**config.mk**
```make
export PLATFORM = sky130hd
export DESIGN_NAME = pnseq_corr_sequencer
export DESIGN_NICKNAME = d
export VERILOG_FILES = /design/src/rtl/pnseq_corr_sequencer.sv
export SDC_FILE = /design/constraint.sdc
export NUM_CORES = 1
export LEC_CHECK = 0
export CORE_UTILIZATION = 50
export CTS_CLUSTER_SIZE = 30
export DETAILED_ROUTE_END_ITERATION = 12
export PLACE_DENSITY = 0.85
export SYNTH_ARGS = -nofsm -noshare
export SYNTH_HDL_FRONTEND = slang
export SYNTH_SLANG_ARGS = --single-unit
export TNS_END_PERCENT = 5
```
**constraint.sdc**
```tcl
create_clock -name clk -period 9.9 [get_ports clk]
set_input_delay 1.98 -clock clk [delete_from_list [all_inputs] [get_ports clk]]
set_output_delay 1.98 -clock clk [all_outputs]
set_load 0.02 [all_outputs]
```
**src/rtl/pnseq_corr_sequencer.sv**
```systemverilog
// pnseq_corr_sequencer
// Control/scheduling block for the 63-tap PN-sequence correlator. Applies the LFSR
// configuration, pulses the correlator start, waits out the PN preload, then consumes the
// complex correlation stream and reports the |I|+|Q| peak (magnitude and index) per
// PN-period window.
//
// Optional feature: define PEAK_THRESH_EN to add cfg_thresh; windows whose peak is below
// the threshold are not reported (still counted; the final window is always reported).
//
// Ports
//   clk, rst                  clock, synchronous active-high reset
//   cfg_valid                 pulse: latch cfg_* and start a run (only honoured in IDLE)
//   cfg_poly/seed/order       LFSR configuration (order legal 3..8)
//   cfg_num_windows           windows per run, 0 = continuous until abort
//   cfg_thresh                (PEAK_THRESH_EN only) minimum peak to report
//   abort                     terminate the current run
//   corr_start                1-cycle start pulse to the correlator
//   corr_poly/seed/order      registered configuration to the correlator
//   corr_pn_len               PN length from the correlator (valid 1 cycle after start)
//   i_corr_tdata/tvalid       {I,Q} signed correlation stream, no backpressure
//   o_peak_mag/idx/tvalid/
//   o_peak_tlast/tready       per-window peak report stream
//   busy, done                run in progress / 1-cycle end-of-run pulse
//   cfg_err, overflow         sticky status: illegal order / dropped report
module pnseq_corr_sequencer #(
    parameter int unsigned LOAD_SLACK = 2,
    parameter int unsigned WIN_CNT_W  = 16
) (
    input  logic                 clk,
    input  logic                 rst,
    input  logic                 cfg_valid,
    input  logic [8:0]           cfg_poly,
    input  logic [8:0]           cfg_seed,
    input  logic [3:0]           cfg_order,
    input  logic [WIN_CNT_W-1:0] cfg_num_windows,
`ifdef PEAK_THRESH_EN
    input  logic [16:0]          cfg_thresh,
`endif
    input  logic                 abort,
    output logic                 corr_start,
    output logic [8:0]           corr_poly,
    output logic [8:0]           corr_seed,
    output logic [3:0]           corr_order,
    input  logic [8:0]           corr_pn_len,
    input  logic [31:0]          i_corr_tdata,
    input  logic                 i_corr_tvalid,
    output logic [16:0]          o_peak_mag,
    output logic [8:0]           o_peak_idx,
    output logic                 o_peak_tvalid,
    output logic                 o_peak_tlast,
    input  logic                 o_peak_tready,
    output logic                 busy,
    output logic                 done,
    output logic                 cfg_err,
    output logic                 overflow
);

    typedef enum logic [2:0] {StIdle, StStart, StLoad, StSearch, StDone} state_e;

    state_e               state_q, state_d;
    logic [8:0]           poly_q, poly_d, seed_q, seed_d;
    logic [3:0]           order_q, order_d;
    logic [WIN_CNT_W-1:0] num_q, num_d;
`ifdef PEAK_THRESH_EN
    logic [16:0]          thresh_q, thresh_d;
`endif
    logic [8:0]           len_q, len_d;
    logic [9:0]           load_cnt_q, load_cnt_d;
    logic [8:0]           idx_cnt_q, idx_cnt_d;
    // Stage 1: registered magnitude of the accepted sample.
    logic                 s1_vld_q, s1_vld_d, s1_end_q, s1_end_d;
    logic [16:0]          s1_mag_q, s1_mag_d;
    logic [8:0]           s1_idx_q, s1_idx_d;
    // Stage 2: running window maximum.
    logic [16:0]          max_q, max_d;
    logic [8:0]           max_idx_q, max_idx_d;
    logic [WIN_CNT_W-1:0] win_cnt_q, win_cnt_d;
    logic                 fin_q, fin_d;
    // Output report register.
    logic                 full_q, full_d, pk_last_q, pk_last_d;
    logic [16:0]          pk_mag_q, pk_mag_d;
    logic [8:0]           pk_idx_q, pk_idx_d;
    logic                 done_q, done_d, cfg_err_q, cfg_err_d, ovf_q, ovf_d;

    // Combinational helpers.
    logic                 order_legal;
    logic [9:0]           load_target;
    logic [16:0]          abs_i, abs_q, mag;
    logic                 take_new;
    logic [16:0]          new_max;
    logic [8:0]           new_idx;
    logic [WIN_CNT_W-1:0] win_nxt;
    logic                 is_last, report, can_load, abort_run;

    assign order_legal = (cfg_order >= 4'd3) && (cfg_order <= 4'd8);
    assign load_target = 10'(len_q) + 10'(LOAD_SLACK + 1);

    // Absolute values in 17 bits so that |-32768| = 32768 is exact.
    assign abs_i = i_corr_tdata[31] ? (17'd0 - {1'b1, i_corr_tdata[31:16]})
                                    : {1'b0, i_corr_tdata[31:16]};
    assign abs_q = i_corr_tdata[15] ? (17'd0 - {1'b1, i_corr_tdata[15:0]})
                                    : {1'b0, i_corr_tdata[15:0]};
    assign mag   = abs_i + abs_q;

    // Index 0 always loads so each window starts fresh; ties keep the earlier index.
    assign take_new = (s1_idx_q == 9'd0) || (s1_mag_q > max_q);
    assign new_max  = take_new ? s1_mag_q : max_q;
    assign new_idx  = take_new ? s1_idx_q : max_idx_q;
    assign win_nxt  = win_cnt_q + 1'b1;
    assign is_last  = (num_q != '0) && (win_nxt == num_q);
`ifdef PEAK_THRESH_EN
    assign report   = is_last || (new_max >= thresh_q);
`else
    assign report   = 1'b1;
`endif
    assign can_load  = !full_q || o_peak_tready;
    assign abort_run = abort && (state_q != StIdle) && (state_q != StDone);

    always_comb begin
        state_d    = state_q;
        poly_d     = poly_q;
        seed_d     = seed_q;
        order_d    = order_q;
        num_d      = num_q;
`ifdef PEAK_THRESH_EN
        thresh_d   = thresh_q;
`endif
        len_d      = len_q;
        load_cnt_d = load_cnt_q;
        idx_cnt_d  = idx_cnt_q;
        s1_vld_d   = 1'b0;
        s1_end_d   = s1_end_q;
        s1_mag_d   = s1_mag_q;
        s1_idx_d   = s1_idx_q;
        max_d      = max_q;
        max_idx_d  = max_idx_q;
        win_cnt_d  = win_cnt_q;
        fin_d      = fin_q;
        full_d     = full_q;
        pk_last_d  = pk_last_q;
        pk_mag_d   = pk_mag_q;
        pk_idx_d   = pk_idx_q;
        done_d     = 1'b0;
        cfg_err_d  = cfg_err_q;
        ovf_d      = ovf_q;

        unique case (state_q)
            StIdle: begin
                if (cfg_valid) begin
                    ovf_d = 1'b0;
                    if (order_legal) begin
                        poly_d    = cfg_poly;
                        seed_d    = cfg_seed;
                        order_d   = cfg_order;
                        num_d     = cfg_num_windows;
`ifdef PEAK_THRESH_EN
                        thresh_d  = cfg_thresh;
`endif
                        cfg_err_d = 1'b0;
                        state_d   = StStart;
                    end else begin
                        cfg_err_d = 1'b1;
                    end
                end
            end
            StStart: begin
                load_cnt_d = '0;
                idx_cnt_d  = '0;
                win_cnt_d  = '0;
                fin_d      = 1'b0;
                full_d     = 1'b0;
                state_d    = StLoad;
            end
            StLoad: begin
                // corr_pn_len becomes valid in the first LOAD cycle.
                if (load_cnt_q == 10'd0) begin
                    len_d = corr_pn_len;
                end
                load_cnt_d = load_cnt_q + 10'd1;
                if ((load_cnt_q != 10'd0) && (load_cnt_q == load_target - 10'd1)) begin
                    state_d = StSearch;
                end
            end
            StSearch: begin
                if (i_corr_tvalid && !fin_q) begin
                    s1_vld_d  = 1'b1;
                    s1_mag_d  = mag;
                    s1_idx_d  = idx_cnt_q;
                    s1_end_d  = (idx_cnt_q == len_q - 9'd1);
                    idx_cnt_d = (idx_cnt_q == len_q - 9'd1) ? 9'd0 : idx_cnt_q + 9'd1;
                end
                if (full_q && o_peak_tready) begin
                    full_d = 1'b0;
                    if (pk_last_q) begin
                        state_d = StDone;
                        done_d  = 1'b1;
                    end
                end
                if (s1_vld_q && !fin_q) begin
                    if (s1_end_q) begin
                        win_cnt_d = win_nxt;
                        fin_d     = is_last;
                        if (report) begin
                            if (can_load) begin
                                full_d    = 1'b1;
                                pk_mag_d  = new_max;
                                pk_idx_d  = new_idx;
                                pk_last_d = is_last;
                            end else begin
                                ovf_d = 1'b1;
                                // A dropped final report would otherwise never be accepted.
                                if (is_last) begin
                                    state_d = StDone;
                                    done_d  = 1'b1;
                                end
                            end
                        end
                    end else begin
                        max_d     = new_max;
                        max_idx_d = new_idx;
                    end
                end
            end
            StDone: begin
                state_d = StIdle;
            end
            default: begin
                state_d = StIdle;
            end
        endcase

        if (abort_run) begin
            state_d  = StIdle;
            full_d   = 1'b0;
            s1_vld_d = 1'b0;
            fin_d    = 1'b0;
            done_d   = 1'b1;
        end
    end

    always_ff @(posedge clk) begin
        if (rst) begin
            state_q    <= StIdle;
            poly_q     <= '0;
            seed_q     <= '0;
            order_q    <= '0;
            num_q      <= '0;
`ifdef PEAK_THRESH_EN
            thresh_q   <= '0;
`endif
            len_q      <= '0;
            load_cnt_q <= '0;
            idx_cnt_q  <= '0;
            s1_vld_q   <= 1'b0;
            s1_end_q   <= 1'b0;
            s1_mag_q   <= '0;
            s1_idx_q   <= '0;
            max_q      <= '0;
            max_idx_q  <= '0;
            win_cnt_q  <= '0;
            fin_q      <= 1'b0;
            full_q     <= 1'b0;
            pk_last_q  <= 1'b0;
            pk_mag_q   <= '0;
            pk_idx_q   <= '0;
            done_q     <= 1'b0;
            cfg_err_q  <= 1'b0;
            ovf_q      <= 1'b0;
        end else begin
            state_q    <= state_d;
            poly_q     <= poly_d;
            seed_q     <= seed_d;
            order_q    <= order_d;
            num_q      <= num_d;
`ifdef PEAK_THRESH_EN
            thresh_q   <= thresh_d;
`endif
            len_q      <= len_d;
            load_cnt_q <= load_cnt_d;
            idx_cnt_q  <= idx_cnt_d;
            s1_vld_q   <= s1_vld_d;
            s1_end_q   <= s1_end_d;
            s1_mag_q   <= s1_mag_d;
            s1_idx_q   <= s1_idx_d;
            max_q      <= max_d;
            max_idx_q  <= max_idx_d;
            win_cnt_q  <= win_cnt_d;
            fin_q      <= fin_d;
            full_q     <= full_d;
            pk_last_q  <= pk_last_d;
            pk_mag_q   <= pk_mag_d;
            pk_idx_q   <= pk_idx_d;
            done_q     <= done_d;
            cfg_err_q  <= cfg_err_d;
            ovf_q      <= ovf_d;
        end
    end

    assign corr_start    = (state_q == StStart);
    assign corr_poly     = poly_q;
    assign corr_seed     = seed_q;
    assign corr_order    = order_q;
    assign o_peak_mag    = pk_mag_q;
    assign o_peak_idx    = pk_idx_q;
    assign o_peak_tvalid = full_q;
    assign o_peak_tlast  = pk_last_q;
    assign busy          = (state_q != StIdle);
    assign done          = done_q;
    assign cfg_err       = cfg_err_q;
    assign overflow      = ovf_q;

endmodule

```
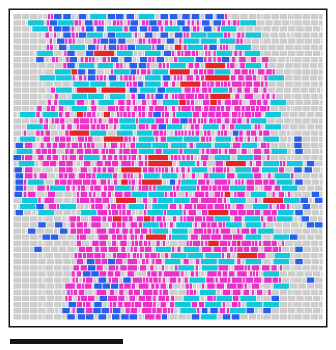
(images/placement_by_type.png)
Scale bar: 50 um. Fill, decap, tap and diode cells in gray.
[blue] other buffers and delay cells | cells: 144 | share of their area: 13%
[cyan] flops | cells: 171 | share of their area: 30%
[magenta] combinational and other logic | cells: 955 | share of their area: 52%
[red] clock drivers and dummy loads | cells: 32 | share of their area: 5.5%

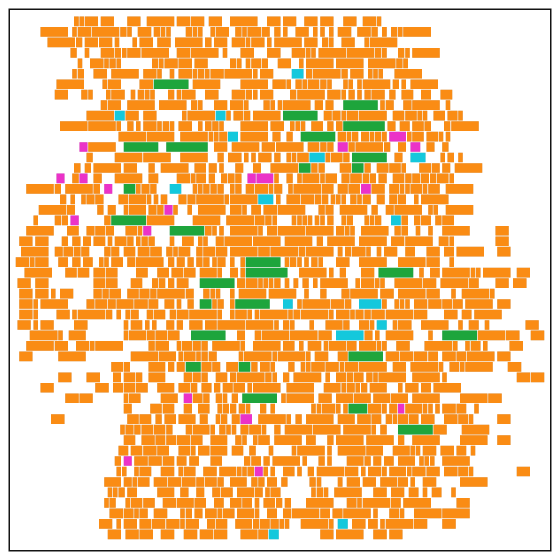
(images/sizes.png)
[magenta] _2 cells | cells: 18 | share: 1.4%
[cyan] _3 and _4 cells | cells: 15 | share: 1.2%
[orange] _0 and _1 cells | cells: 1242 | share: 95%
[green] _6 and larger | cells: 27 | share: 2.1%

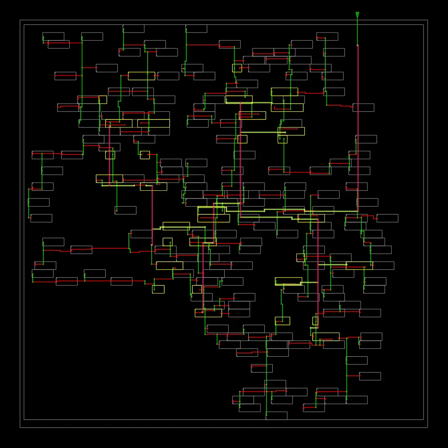
(images/clocks.png)
clk sinks: 171
clock buffer count: 18
sequential cells: 171
clock-net power: 699 uW

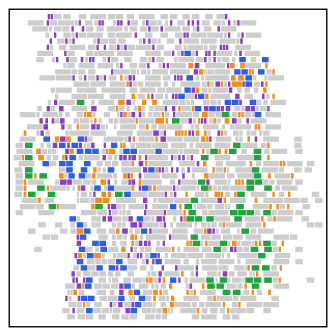
(images/logic_types.png)
[purple] NAND gates | cells: 241
[green] multiplexers | cells: 62
[orange] NOR gates | cells: 182
[blue] XOR/XNOR gates | cells: 76

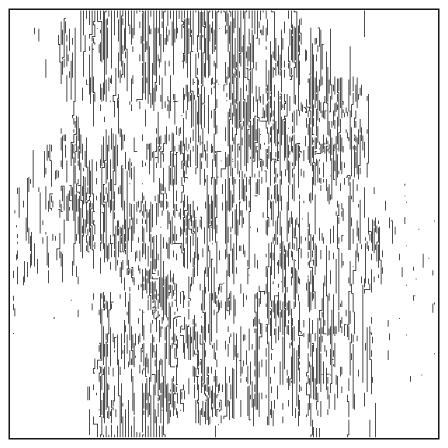
(images/layer_met2.png)
main direction: vertical
longest straight run: 38.4 um
wire length on this layer: 10800 um
share of all routed wire: 47%

==> flow_results.org <==
#+TITLE: Implementation results

** Status
- Outcome :: complete, no violations

** Timing
- Total negative setup slack :: 0 ns
- Count of endpoints failing setup in the final report :: 0
- Time the worst path needs with I/O delays and setup :: ~5.0 ns
- Final Hold Violating Endpoints :: 0
- Slew @ Worst Pin :: between 1 and 1.5 ns
- Achievable frequency :: ~200 MHz
- On the final layout, the worst clock skew is just over 0.008 ns.
- Across all setup checks in the final design, the least slack found is between 4 and 5 ns.

** Critical path
- Cell-by-cell trace of the critical path :: clkdlybuf4s50_1, or3_1, nor2_1, nand2_1, or2_2, o41ai_1, xnor2_1, ha_1, nor2b_1, a41oi_1, a31oi_1, or4_1, a31oi_1
- Worst setup path startpoint :: i_corr_tdata[2]
- The number of buffers and inverters on the critical path is 1.
- According to the timing report, the critical path is captured at s1_mag_q[14].
- The worst setup path is of the primary input to flop kind.
- The number of cells on the worst reg-to-reg path is 11.
- FF-to-FF Start :: max_q[1]
- Cell type of the slowest stage on the worst timing path :: sky130_fd_sc_hd__clkdlybuf4s50_1
- Most common cell on crit path :: sky130_fd_sc_hd__a31oi_1
- Worst EP arrival :: around 5.3 ns
- The worst setup path is launched from a primary input.
- Required arrival time at the worst endpoint :: a little over 10 ns
- Kind of cell adding the most delay to the critical path :: simple AND/OR/NAND/NOR gates

** Power
- Switching power of the nets :: between 500 and 600 uW
- The share of total power dissipated in sequential elements is around two fifths.
- Summed over all sequential cells, the power is approximately 730 uW.
- Fraction of power consumed by the clock network :: between 30% and 40%
- Leakage Power :: 4.35 nW
- Worst ir drop on vdd :: 0.133 mV
- Power consumed by combinational cells :: 339 uW
- Total power for the finished layout comes to around 1.8 mW.

** Layout
- Non-clock buffering takes up between 10% and 20% of total cell area after layout.
- Clock cells make up under 10% of the layout cell area.
- Cells with a size suffix above 1 make up 4.61% of the layout.
- Multi-input logic gates represent a cell area share of a little under 50%.
- Non-Filler Instances :: ~1500
- Filler cells :: approximately 1500
- Net count of the finished layout :: ~1400
- Leading cell types in the layout, fill and taps excluded :: sky130_fd_sc_hd__nand2_1 (171), sky130_fd_sc_hd__dfxtp_1 (171), sky130_fd_sc_hd__clkdlybuf4s50_1 (138)
- The largest cell class by area is multi-input combinational cells.
- Final core area utilization :: 62.1%
- Comb gate area :: 0.00569 mm^2
- Register fraction of the total cell area :: 29.5%

** Floorplan
- The floorplan report gives the top-level pin count as 140.
- From left edge to right edge, the die measures 140 um.
- Pre-placement core utilization :: 51.2%

** Placement
- Before CTS, the worst setup slack after placement is around 4.5 ns.
- Count of port buffers added during placement :: roughly 140
- After detailed placement, the total cell area comes to 0.0110 mm^2.
- Routability-driven placement finished with a final weighted congestion of slightly above 0.9.

** Detailed routing
- Using the TritonRoute via totals, the vias-per-cell ratio works out to 5.72.
- Once iteration 0 of detailed routing completed, the report listed between 600 and 700 DRC markers.
- Detailed-route via count :: about 8800
- Wire per inst :: 15.0 um
- The final layout contains routed wiring with a total length of 23000 um.

** CTS
- Clock tree from TritonCTS :: yes
- Once the clock tree was built, the resizer swapped 0 gates to a different size.
- The tree is rooted in a sky130_fd_sc_hd__clkbuf_16.
- The number of setup buffers added after CTS is 0.
- Late-Pin Clk Latency :: approximately 0.44 ns

** Synthesis
- Cell taking the most area after synthesis :: sky130_fd_sc_hd__dfxtp_1
- Syn Std Cell Area :: about 0.0096 mm^2
- Seq/Total Area, Yosys :: a little over a third
- According to the Yosys statistics, the synthesized design has a chip area of 0.00957 mm^2.
- Synth flops :: around 170

** Hold path
- The worst hold path begins at corr_seed[0].
- Number of stages on the worst hold path :: 2
- For hold timing, the worst endpoint is corr_seed[0].

** Global routing
- The first global-routing pass estimated 38000 um of wire.
- The number of global-route vias before repair is 7964.
## cell families (layout without fill, tap and decap cells)
logic type / after synthesis / in the layout / share of synthesized area (%)
compound gates: 258 / 258 / 16.7
xor+xnor: 76 / 76 / 6.96
fa+ha+maj: 43 / 43 / 5.70
buf+inv: 115 / 217 / 5.00
flops: 171 / 171 / 35.8
mux: 62 / 62 / 6.49
simple gates: 475 / 475 / 23.4
## state kept, by name (all words and copies together), names as in the netlist, 10 cells and up
name,count
load_cnt_q,10
max_q,17
num_q,16
o_peak_mag,17
s1_mag_q,17
win_cnt_q,16
## metal layers
layer | global-route usage [%] | share of wire (%) | vias up
li1 | - | - | 4400
met1 | 30.4 | 46 | 4080
met2 | 38.9 | 47 | 249
met3 | 4.10 | 4.5 | 63
met4 | 9.83 | 2.8 | 0
met5 | 0 | 0 | -
Power figures rest on the tool's default switching activity, not on a simulated workload.
